run_1/m1.png
Drawn at 4 px/um. Supply wires on this layer in gray. Cells faint in the background.
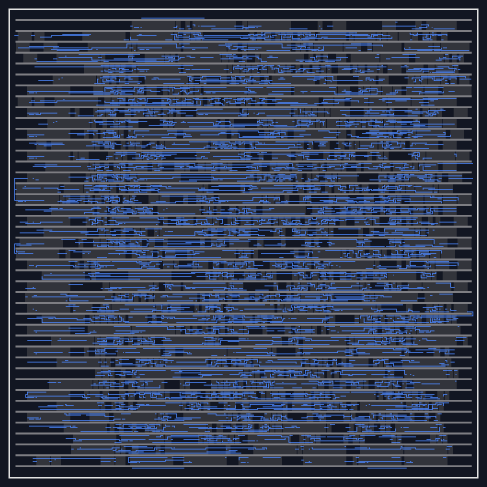
run_1/m2.png
Drawn at 4 px/um.
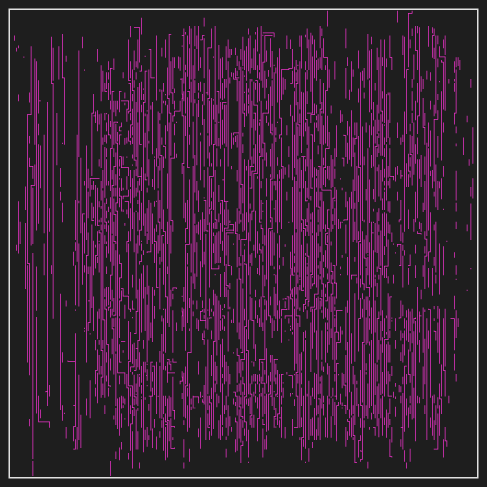
run_1/m3.png
Drawn at 4 px/um. Cells faint in the background.
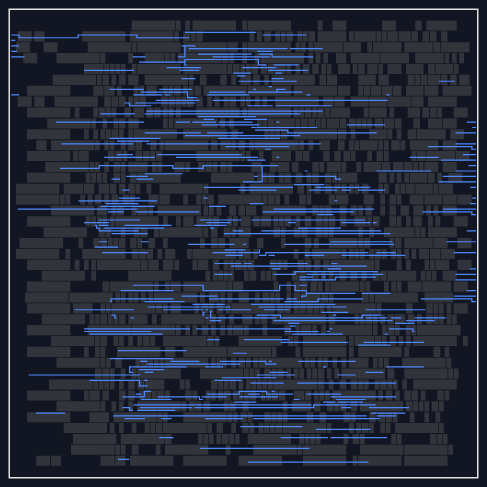
--- src/rtl/pila_parametrica.sv ---
// LIFO stack with push/pop/peek/flush and sticky error flags; reads land on dout one cycle after the request.
// No backpressure: a push to a full stack or an out-of-range read is dropped and latched in ovf/udf.
module pila_parametrica #(
  parameter  int WIDTH = 8,
  parameter  int DEPTH = 16,
  localparam int AW    = $clog2(DEPTH)
) (
  input  logic             clk,
  input  logic             reset,
  input  logic             isp,
  input  logic             dsp,
  input  logic             rsp,
  input  logic             clr,
  input  logic [AW-1:0]    off,
  input  logic [WIDTH-1:0] din,
  output logic [WIDTH-1:0] dout,
  output logic             dvalid,
  output logic [AW:0]      sp,
  output logic             full,
  output logic             empty,
  output logic             ovf,
  output logic             udf
);

  logic [WIDTH-1:0] mem [DEPTH];

  logic          do_swap, do_push, do_pop, do_peek, peek_ok;
  logic [AW-1:0] top_idx, peek_idx;

  assign full  = (sp == (AW+1)'(DEPTH));
  assign empty = (sp == '0);

  // When sp == DEPTH the low bits wrap to 0, so top_idx still lands on DEPTH-1.
  assign top_idx  = sp[AW-1:0] - AW'(1);
  assign peek_idx = top_idx - off;
  assign peek_ok  = ({1'b0, off} < sp);

  assign do_swap = isp & dsp;
  assign do_push = isp & ~dsp;
  assign do_pop  = dsp & ~isp;
  assign do_peek = rsp & ~isp & ~dsp;

  always_ff @(posedge clk) begin
    if (reset) begin
      sp     <= '0;
      dout   <= '0;
      dvalid <= 1'b0;
      ovf    <= 1'b0;
      udf    <= 1'b0;
    end else if (clr) begin
      sp     <= '0;
      dvalid <= 1'b0;
      ovf    <= 1'b0;
      udf    <= 1'b0;
    end else begin
      dvalid <= 1'b0;
      if (do_swap) begin
        // Empty stack: the pushed word passes straight through.
        dout   <= empty ? din : mem[top_idx];
        dvalid <= 1'b1;
      end else if (do_push) begin
        if (full) ovf <= 1'b1;
        else      sp  <= sp + (AW+1)'(1);
      end else if (do_pop) begin
        if (empty) begin
          udf <= 1'b1;
        end else begin
          dout   <= mem[top_idx];
          dvalid <= 1'b1;
          sp     <= sp - (AW+1)'(1);
        end
      end else if (do_peek) begin
        if (peek_ok) begin
          dout   <= mem[peek_idx];
          dvalid <= 1'b1;
        end else begin
          udf <= 1'b1;
        end
      end
    end
  end

  // Storage has no reset; contents survive clr by design.
  always_ff @(posedge clk) begin
    if (!reset && !clr) begin
      if (do_swap && !empty)      mem[top_idx]    <= din;
      else if (do_push && !full)  mem[sp[AW-1:0]] <= din;
    end
  end

endmodule

--- config.mk ---
export PLATFORM = sky130hd
export DESIGN_NAME = pila_parametrica
export DESIGN_NICKNAME = d
export VERILOG_FILES = /design/src/rtl/pila_parametrica.sv
export SDC_FILE = /design/constraint.sdc
export NUM_CORES = 1
export LEC_CHECK = 0
export ABC_AREA = 1
export CORE_UTILIZATION = 63
export CTS_BUF_LIST = sky130_fd_sc_hd__clkbuf_2 sky130_fd_sc_hd__clkbuf_4 sky130_fd_sc_hd__clkbuf_8
export CTS_CLUSTER_DIAMETER = 60
export DETAILED_ROUTE_END_ITERATION = 8
export PLACE_DENSITY = 0.82
export SLEW_MARGIN = 25
export SYNTH_ARGS = -nofsm -noshare
export SYNTH_HDL_FRONTEND = slang
export SYNTH_SLANG_ARGS = --single-unit
export TNS_END_PERCENT = 100
--- constraint.sdc ---
create_clock -name clk -period 3.4 [get_ports clk]
set_input_delay 0.68 -clock clk [delete_from_list [all_inputs] [get_ports clk]]
set_output_delay 0.68 -clock clk [all_outputs]
set_load 0.02 [all_outputs]
==> GITHUB_STEP_SUMMARY, run 1 <==
## PnR job results

| Metric | Value |
|---|---|
| HPWL after DPL | 15100 um |
| Area Growth Syn to Fin | 13.0% |
| Via density per instance | 5.87 |
| Ratio of final minimum period to clock period | 89.5% |
| Required time of the critical path | 3.57 ns |
| Peak supply drop | 0.327 mV |
| Top non-seq family | simple AND/OR/NAND/NOR gates |
| Worst Hold Class | flop to flop |
| Relative slew slack | between 30% and 40% |
| TritonCTS clock tree | done |
| FP Util | 65.2% |
| Multi-input gates | 690 |
| Mapped Cells | ~1100 |
| # fillers | 1013 |
| P_comb | 1.40 mW |
| GPL Wtd Cong | 1.04 |
| Crit path capture | mem[14][4]$_DFFE_PP_ |
| Clock Power | 1.35 mW |
| Final WS setup | 0.358 ns |
| Final core occ | 73.7% |
| Worst hold path endpoint | ovf$_SDFFE_PN0P_ |
| Outcome | complete, no violations |
| Ys cells | 1055 |
| R2R depth | 10 |
| Largest Register | mem |
| Top cells by area | edfxtp_1 46%, nand2_1 15%, nand3_1 13% |
| Avg Inst Size Synth | 7.86 um^2 |
| Clock-cell share of area | 4.04% |
| Syn nets | 1090 |
| Warnings, synthesis | 0 |
| Async S/R FF share, synth | 0% |
| RSZ-0062 raised after global routing | no |
| GRT Total Usage | between 30 and 40% |
| Post-synth EDFFs | 128 |
| P_int | 3.05 mW |
| Worst-case clock buffer depth | 2 |
| Delay-heaviest family, CP | simple AND/OR/NAND/NOR gates |
| Initial antenna violation count | 0 |
| Reg2reg end | mem[14][4]$_DFFE_PP_ |
| I/O Pins | 36 |
| Largest net degree at the start of global routing | approximately 73 |
| Post-CTS Setup Bufs | 0 |
| Drt drc | 0 |
| Switch Pwr | 1.67 mW |
| Dominant logic cell type in the layout | nand2_1 |
| Synth Seq Share | 50.2% |
| CTS buffer count | 17 |
| Crit. Startpoint | sp[1]$_SDFFE_PN0P_ |
| CP Depth | 10 |
| Netlist cell types | 32 |
| Fmax | 329 MHz |
| Slowest CP cell | o21ai_0 |
| Met3 wire length | 3180 um |
| Seq pwr | approximately 2 mW |
| Number of cells upsized or downsized after cts | 0 |
| Non-clock buffers, area share | about 7.4% |
| Biggest regs | mem x128, dout x8, sp x5 |
| Hold Path Depth | 2 |
| Slew Viols, Final | 0 |
| Row cnt | 41 |
| Maxcap violations | 0 |
| Area of the core | 12700 um^2 |
| Largest cell class by area | registers |
| Combinational Power Share | between 20 and 30% |
About m1.png:
- nets with wire on the layer: 1048
- longest straight run: 38.6 um
- wire length on this layer: 8970 um

About m2.png:
- main direction: vertical
- longest straight run: 75.8 um
- wire length on this layer: 10300 um
- share of all routed wire: 44%
- nets with wire on the layer: 856
met2 track demand over resource: 55.1%
Post-Route WL: 23300 um
DR vias: 7534

About m3.png:
- main direction: horizontal
- share of all routed wire: 14%
- wire length on this layer: 3180 um
- longest straight run: 63.0 um
- nets with wire on the layer: 152
grt met3 use: 9.03%

==> run 2, diff against run 1 <==
--- a/config.mk
+++ b/config.mk
@@ -9,6 +9,7 @@
 export CORE_UTILIZATION = 63
 export CTS_BUF_LIST = sky130_fd_sc_hd__clkbuf_2 sky130_fd_sc_hd__clkbuf_4 sky130_fd_sc_hd__clkbuf_8
 export CTS_CLUSTER_DIAMETER = 60
+export CTS_CLUSTER_SIZE = 8
 export DETAILED_ROUTE_END_ITERATION = 8
 export PLACE_DENSITY = 0.82
 export SLEW_MARGIN = 25
run_2/m2.png
Drawn at 4 px/um.
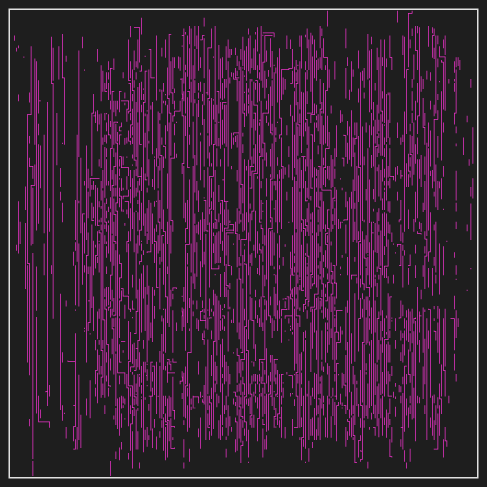

==> run 2 against run 1 <==
Against the previous run:
- sequential share of layout area is the same
- total power unchanged
- clock power hardly changed
- synthesized cell count unchanged
- critical path depth did not move
- first-iteration DRC count is the same
- worst hold slack did not move
- non-clock buffer count stayed put
- synthesized area unchanged
- final area is the same
- core utilization did not move
- clock skew did not move
- critical path type unchanged
- largest power group unchanged
- highest routed layer unchanged
==> GITHUB_STEP_SUMMARY, run 2 <==
## PnR job results

| Metric | Value |
|---|---|
| Fmax | 329 MHz (unchanged) |
| Grt met3 use | 9.03% (unchanged) |
| Worst-case clock buffer depth | 2 (unchanged) |
| Post-CTS Setup Bufs | 0 (unchanged) |
| Peak supply drop | 0.327 mV (unchanged) |
| Reg2reg end | mem[14][4]$_DFFE_PP_ |
| Avg Inst Size Synth | 7.86 um^2 (unchanged) |
| Top cells by area | edfxtp_1 46%, nand2_1 15%, nand3_1 13% |
| Final WS setup | 0.358 ns (unchanged) |
| Area Growth Syn to Fin | 13.0% (unchanged) |
| Dominant logic cell type in the layout | nand2_1 |
| GRT Total Usage | 36.4% (unchanged) |
| Outcome | complete, no violations |
| Clock Power | 1.35 mW (about the same) |
| Via density per instance | 5.87 (unchanged) |
| Drt drc | 0 (unchanged) |
| Netlist cell types | 32 (unchanged) |
| Layout cells sized above 1 | approximately 8% |
| Seq pwr | 1.96 mW (about the same) |
| Mapped Cells | 1055 (unchanged) |
| # fillers | 1013 (unchanged) |
| Final core occ | 73.7% (unchanged) |
| DR vias | 7534 (unchanged) |
| TritonCTS clock tree | done |
| CTS buffer count | 17 (unchanged) |
| Crit path capture | mem[14][4]$_DFFE_PP_ |
| Nature of the critical path startpoint | flop |
| Relative slew slack | 39.6% (unchanged) |
| Crit. Startpoint | sp[1]$_SDFFE_PN0P_ |
| Post-Route WL | 23300 um (unchanged) |
| Worst Clk Skew | between 0.01 and 0.015 ns |
| Area of the core | 12700 um^2 (unchanged) |
| Row cnt | 41 (unchanged) |
| Delay-heaviest family, CP | simple AND/OR/NAND/NOR gates |
| Combinational Power Share | 29.7% (about the same) |
| Non-clock buffers, area share | 7.39% (unchanged) |
| Initial antenna violation count | 0 (unchanged) |
| First-pass DRT Iterations | 6 |
| Clock-cell share of area | 4.04% (unchanged) |
| Post-route cell area | 9380 um^2 |
| Worst Hold Class | flop to flop |
| Top non-seq family | simple AND/OR/NAND/NOR gates |
| CP max stage delay | 0.58 ns |
| Largest cell class by area | registers |
| Ys cells | 1055 (unchanged) |
| Die ar. | 13600 um^2 |
| Met3 wire length | 3180 um (unchanged) |
| GPL Wtd Cong | 1.04 (unchanged) |
| Largest net degree at the start of global routing | 73 (unchanged) |
| P_int | 3.05 mW (unchanged) |
| Slowest CP cell | o21ai_0 |
| RSZ-0062 raised after global routing | no |
| Async S/R FF share, synth | 0% (unchanged) |
| Hold Path Depth | 2 (unchanged) |
| Ratio of final minimum period to clock period | 89.5% (unchanged) |
| I/O Pins | 36 (unchanged) |
Power figures rest on the tool's default switching activity, not on a simulated workload.
